### src/rtl/mod_counter_pkg.sv
// Shared constants and elaboration-time parameter checks for mod_counter.
// No logic; functions are only evaluated on constant parameters.
package mod_counter_pkg;

    function automatic bit params_legal(input int width, input longint modulus);
        return (width >= 1) && (width <= 32) &&
               (modulus >= 2) && (modulus <= (longint'(1) << width));
    endfunction

    function automatic longint max_count(input longint modulus);
        return modulus - 1;
    endfunction

endpackage

### src/rtl/mod_counter_if.sv
// Control/status bundle of one counter stage; master drives controls, slave is the counter.
// Carries no flow control: every field is sampled or presented every cycle.
interface mod_counter_if #(
    parameter int WIDTH = 8
) ();
    logic             en;
    logic             up;
    logic             clr;
    logic             load;
    logic [WIDTH-1:0] load_val;
    logic [WIDTH-1:0] count;
    logic             tc;
    logic             wrap;

    modport master (
        output en, up, clr, load, load_val,
        input  count, tc, wrap
    );

    modport slave (
        input  en, up, clr, load, load_val,
        output count, tc, wrap
    );
endinterface

### src/rtl/mod_counter_incdec.sv
// Combinational step unit: wrapped next value, range-end detection and terminal count.
// Zero latency; no backpressure.
module incdec_unit #(
    parameter int               WIDTH   = 8,
    parameter logic [WIDTH-1:0] MAX_VAL = '1
) (
    input  logic [WIDTH-1:0] count_i,
    input  logic             up_i,
    input  logic             en_i,
    output logic [WIDTH-1:0] next_o,
    output logic             tc_o,
    output logic             at_limit_o
);
    logic at_top;
    logic at_bot;

    assign at_top     = (count_i == MAX_VAL);
    assign at_bot     = (count_i == '0);
    assign at_limit_o = up_i ? at_top : at_bot;
    assign tc_o       = en_i & at_limit_o;

    // Range ends fold back inside the modulus, never through 2**WIDTH.
    always_comb begin
        next_o = count_i;
        if (up_i) begin
            next_o = at_top ? '0 : count_i + WIDTH'(1);
        end else begin
            next_o = at_bot ? MAX_VAL : count_i - WIDTH'(1);
        end
    end
endmodule

### src/rtl/mod_counter.sv
// Modulo-MODULUS up/down counter with clear, clamped load, wrap/saturate, Tc and Wrap pulse.
// Count and Wrap update one edge after sampling controls; Tc is combinational.
module mod_counter
    import mod_counter_pkg::*;
#(
    parameter int     WIDTH    = 8,
    parameter longint MODULUS  = longint'(1) << WIDTH,
    parameter bit     SATURATE = 1'b0
) (
    input logic          clk,
    input logic          rst_n,
    mod_counter_if.slave bus_if
);
    if (!params_legal(WIDTH, MODULUS)) begin : g_bad_params
        $error("mod_counter: WIDTH must be 1..32 and MODULUS 2..2**WIDTH");
    end

    localparam logic [WIDTH-1:0] MAX_VAL = WIDTH'(max_count(MODULUS));

    logic [WIDTH-1:0] count_d, count_q;
    logic             wrap_d, wrap_q;
    logic [WIDTH-1:0] step_val;
    logic [WIDTH-1:0] load_clamped;
    logic             at_limit;
    logic             tc;

    incdec_unit #(
        .WIDTH   (WIDTH),
        .MAX_VAL (MAX_VAL)
    ) u_incdec (
        .count_i    (count_q),
        .up_i       (bus_if.up),
        .en_i       (bus_if.en),
        .next_o     (step_val),
        .tc_o       (tc),
        .at_limit_o (at_limit)
    );

    assign load_clamped = (64'(bus_if.load_val) > 64'(MAX_VAL)) ? MAX_VAL : bus_if.load_val;

    // Clear beats load beats stepping; only a real step across a range end raises Wrap.
    always_comb begin
        count_d = count_q;
        wrap_d  = 1'b0;
        if (bus_if.clr) begin
            count_d = '0;
        end else if (bus_if.load) begin
            count_d = load_clamped;
        end else if (bus_if.en) begin
            if (!(at_limit && SATURATE)) begin
                count_d = step_val;
                wrap_d  = at_limit;
            end
        end
    end

    always_ff @(posedge clk or negedge rst_n) begin
        if (!rst_n) begin
            count_q <= '0;
            wrap_q  <= 1'b0;
        end else begin
            count_q <= count_d;
            wrap_q  <= wrap_d;
        end
    end

    assign bus_if.count = count_q;
    assign bus_if.wrap  = wrap_q;
    assign bus_if.tc    = tc;
endmodule

### src/flat_wrapper.sv
// flat-port wrapper written by rule: the top's interface ports become plain ports
module mod_counter_flat import mod_counter_pkg::*;
#(
    parameter int     WIDTH    = 8,
    parameter longint MODULUS  = longint'(1) << WIDTH,
    parameter bit     SATURATE = 1'b0
)
  (clk, rst_n, bus_if_en, bus_if_up, bus_if_clr, bus_if_load, bus_if_load_val, bus_if_count, bus_if_tc, bus_if_wrap);
  mod_counter_if #(.WIDTH(WIDTH)) bus_if_i ();
  input logic clk;
  input logic rst_n;
  input wire logic [$bits(bus_if_i.en)-1:0] bus_if_en;
  input wire logic [$bits(bus_if_i.up)-1:0] bus_if_up;
  input wire logic [$bits(bus_if_i.clr)-1:0] bus_if_clr;
  input wire logic [$bits(bus_if_i.load)-1:0] bus_if_load;
  input wire logic [$bits(bus_if_i.load_val)-1:0] bus_if_load_val;
  output wire logic [$bits(bus_if_i.count)-1:0] bus_if_count;
  output wire logic [$bits(bus_if_i.tc)-1:0] bus_if_tc;
  output wire logic [$bits(bus_if_i.wrap)-1:0] bus_if_wrap;
  assign bus_if_i.en = bus_if_en;
  assign bus_if_i.up = bus_if_up;
  assign bus_if_i.clr = bus_if_clr;
  assign bus_if_i.load = bus_if_load;
  assign bus_if_i.load_val = bus_if_load_val;
  assign bus_if_count = bus_if_i.count;
  assign bus_if_tc = bus_if_i.tc;
  assign bus_if_wrap = bus_if_i.wrap;
  mod_counter #(.WIDTH(WIDTH), .MODULUS(MODULUS), .SATURATE(SATURATE)) u_core (.clk(clk), .rst_n(rst_n), .bus_if(bus_if_i));
endmodule
### config.mk
export PLATFORM = sky130hd
export DESIGN_NAME = mod_counter_flat
export DESIGN_NICKNAME = d
export VERILOG_FILES = /design/src/rtl/mod_counter_pkg.sv /design/src/rtl/mod_counter_if.sv /design/src/rtl/mod_counter_incdec.sv /design/src/rtl/mod_counter.sv /design/src/flat_wrapper.sv
export SDC_FILE = /design/constraint.sdc
export NUM_CORES = 1
export LEC_CHECK = 0
export CAP_MARGIN = 30
export CORE_UTILIZATION = 45
export DETAILED_ROUTE_END_ITERATION = 7
export MAX_ROUTING_LAYER = met4
export PLACE_DENSITY = 0.77
export SLEW_MARGIN = 0
export SYNTH_ARGS = -nofsm -noshare
export SYNTH_HDL_FRONTEND = slang
export SYNTH_SLANG_ARGS = --single-unit
### constraint.sdc
create_clock -name clk -period 3.5 [get_ports clk]
set_clock_uncertainty 0.2 [all_clocks]
set_input_delay 0.7 -clock clk [delete_from_list [all_inputs] [get_ports clk]]
set_output_delay 0.7 -clock clk [all_outputs]
set_load 0.01 [all_outputs]
Placement by cell class:
Scale bar: 10 um. Fill, decap, tap and diode cells in gray.
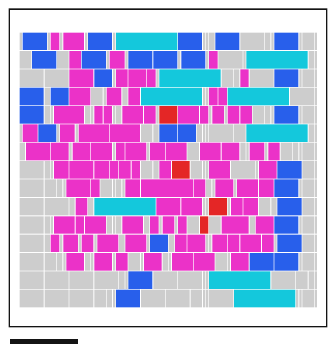
[magenta] all other logic | cells: 90 | share of their area: 54%
[blue] other buffers and delay cells | cells: 29 | share of their area: 24%
[cyan] flip-flops | cells: 9 | share of their area: 20%
[red] clock drivers and dummy loads | cells: 4 | share of their area: 2.3%

Met2 routing:
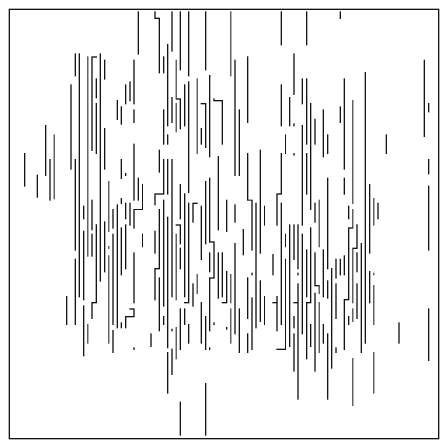
nets with wire on the layer: 118
main direction: vertical
wire length on this layer: 1140 um
longest straight run: 29.6 um

Sizing map:
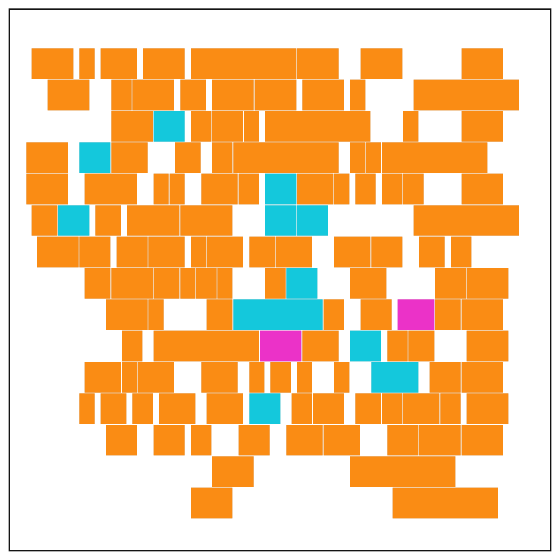
[magenta] drive 2 | cells: 2 | share: 1.5%
[orange] drive 1 or less | cells: 119 | share: 90% | most used: clkdlybuf4s50_1
[cyan] drive 3 to 4 | cells: 11 | share: 8.3% | most used: buf_4

Gate families picked out:
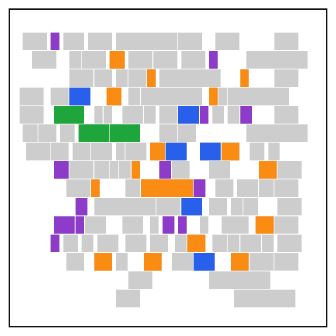
[green] adder and majority cells | cells: 3 | most used: ha_1
[blue] XOR/XNOR gates | cells: 6 | most used: xnor2_1
[purple] NAND gates | cells: 13 | most used: nand2_1
[orange] NOR gates | cells: 16 | most used: nor3b_1

==> GITHUB_STEP_SUMMARY <==
### Flow metrics

| Metric | Value |
|---|---|
| Worst hold slack | 522 ps |
| DR iter-0 viols | 31 |
| DR DRC count | 0 |
| Total CTS buffers | 3 |
| Gate count of the mapped netlist | approximately 110 |
| RSZ-0062 raised after global routing | false |
| CP required | 2600 ps |
| Synth warn | 0 |
| WL final | between 2000 and 2500 um |
| Synth cell count leaders | dfrtp_1, a21oi_1, nor3b_1 |
| Cell Type Count | 45 |
| Post-synth mux share | approximately 2.2% |
| Clk_lat worst skew | roughly 260 ps |
| Crit end category | primary output |
| H-tree levels | 1 |
| Number of enable flip-flop cells | 0 |
| Die ar. | 2190 um^2 |
| # IOs | 24 |
| CP Max Fanout | 9 |
| Yosys simple share | 25.5% |
| Clk root buf | clkbuf_4 |
| CTS-repair resized insts | 0 |
| # clock sinks | 9 |
| Cell accounting for the most synthesized area | dfrtp_1 |
| Die height | 46.8 um |
| Crit path launch type | flip-flop |
| Setup TNS | 0 ps |
| DR WL/cell | 15.7 um |
| WP data arrival | 2210 ps |
| Final setup vio count | 0 |
| Tool warning count | 28 |
| Internal cell power | 0.225 mW |
| Vias in the first global route | roughly 820 |
| Total number of vias | 962 |
| Post-Synth AOI/OAI Area | ~28% |
| Ys cells | 111 |
| Min-Delay Path Class | reg2reg |
| WS Path Type | reg2out |
| Post-synth ARST share | 100% |
| Synthesized registers | 9 |
| Pre-CTS setup slack | 521 ps |
| Initial antenna violation count | 0 |
| Hold buffers post-CTS | 0 |
| Psw | 0.118 mW |
| Post-CTS Setup Bufs | 0 |
| Status | finished clean |
| Worst-path clk slew | about 70 ps |
| Tcrit/Tclk final | 88.8% |
| Hold violation total from the final report | 0 |
| P&R area growth vs syn | 30.1% |
| Core ar. | ~1800 um^2 |
| PnR worst setup slack | 393 ps |
| Switching share of total power | roughly 34% |
| Fillers | 168 |
| Routed Antenna Nets | 0 |
| Final Non-Filler Cells | 157 |
| Power share of the clock group | 24.3% |
| Minimum clock period | 3110 ps |
| CTS tree | yes |
| Combinational share of power | 37.5% |
| CTS Buffer Depth | 2 |
| Routability cong. | 0.911 |
| Dominant comb cell | AND-OR/OR-AND gates |
| Tot Pwr | 0.342 mW |
| Synthesized Nets | 128 |
| Slew @ Worst Pin | 436 ps |
| Max_cap viols | 0 |
| Initial core utilization | 50.1% |
| Mapped Area | roughly 900 um^2 |
| XOR Share, Synth | 5.82% |
| Final slew viol count | 0 |
| Share of layout cells above drive strength 1 | about a tenth |
| Static leakage | 0.469 nW |
| Top cells by area | dfrtp_1, nor3b_1, a21oi_1 |
| Rows | 15 |
| Synth Area per Inst | 8.14 um^2 |
| Post-synthesis sequential area ratio | 24.9% |
| Area leader share | 24.9% |
| VDD IR max | 159 uV |
| Cells after DPL | 153 |
| Yosys adder share | under 10% |
| First-pass DRT Iterations | 4 |
| Total gr overflow | 0 |
| Worst rel slew slack | 70.8% |
| HPWL after detailed placement | 1810 um |
## layout make-up
class	instances	area (um^2)	share of cell area [%]
multi-input cells	84	594	50.6
repair buffers	29	275	23.4
flip-flops and latches	9	225	19.2
well taps	25	31.3	2.66
clock buffers	4	26.3	2.24
inverters	6	22.5	1.92
## metal layers
metal / track usage (%) / vias up / share of wire (%)
met3: 3.85 / 7 / 9.1
li1: - / 456 / -
met4: 11.4 / 0 / 2.1
met5: - / - / 0
met2: 36.4 / 55 / 46
met1: 35.0 / 444 / 43
## cell usage in the layout (no fill, tap or decap), drive strengths merged, types with 2 or more instances in the layout
| cell | synthesis | layout |
|---|---|---|
| nor3b | 7 | 7 |
| dfrtp | 9 | 9 |
| ha | 3 | 3 |
| a22o | 2 | 2 |
| a31oi | 3 | 3 |
| mux2i | 2 | 2 |
| inv | 6 | 6 |
| clkdlybuf4s50 | 0 | 23 |
| a21oi | 8 | 8 |
| xnor2 | 4 | 4 |
| nand3 | 5 | 5 |
| and2 | 2 | 2 |
| nor2 | 5 | 5 |
| nor2b | 3 | 3 |
| o21ai | 6 | 6 |
| clkbuf | 6 | 4 |
| o22ai | 2 | 2 |
| buf | 6 | 6 |
| xor2 | 2 | 2 |
| nand2 | 6 | 6 |
## through the flow
step	util [%]	cell area (um^2)
after floorplan	-	903
after global placement	63.7	1150
after detailed placement	63.7	1150
after CTS	65.2	1170
after global routing	65.2	1170
final	65.2	1170
## registers in the layout, summed over array words and instances (netlist names)
| register | count |
|---|---|
| u_core.bus_if.count | 8 |
| u_core.bus_if.wrap | 1 |
## path summary, 6_finish.rpt
path                                          endpoint  cells after the start  slack (ps)                   start
worst min register to register  u_core.bus_if.count[0]                      2         520  u_core.bus_if.count[0]
worst min-delay path            u_core.bus_if.count[0]                      2         520  u_core.bus_if.count[0]
worst max register to register  u_core.bus_if.count[5]                      4        1460  u_core.bus_if.count[2]
worst max-delay path                         bus_if_tc                      5         390  u_core.bus_if.count[4]
min in group asynchronous       u_core.bus_if.count[5]                      1         540                   rst_n
max in group asynchronous       u_core.bus_if.count[1]                      1        2250                   rst_n
## logic make-up after synthesis
family | after synthesis
buf+inv | 18
flops | 9
fa+ha+maj | 3
simple gates | 36
mux | 2
xor+xnor | 6
compound gates | 37
## power by group through the flow
stage	Clock [mW]	Sequential (mW)	Combinational [mW]
finish	0.0832	0.131	0.128
global route	0.0915	0.132	0.139
CTS	0.0841	0.130	0.128
detailed placement	0	0.132	0.127
global placement	0	0.131	0.124
floorplan	0	0.123	0.0870
## worst max-delay path: stages, from the launching register on
cell and delay, ps:
dfrtp_1 500, nor4_4 410, nand3_1 180, mux2i_1 170, and2_1 140, clkdlybuf4s50_1 530
Power and IR drop assume default switching activity.
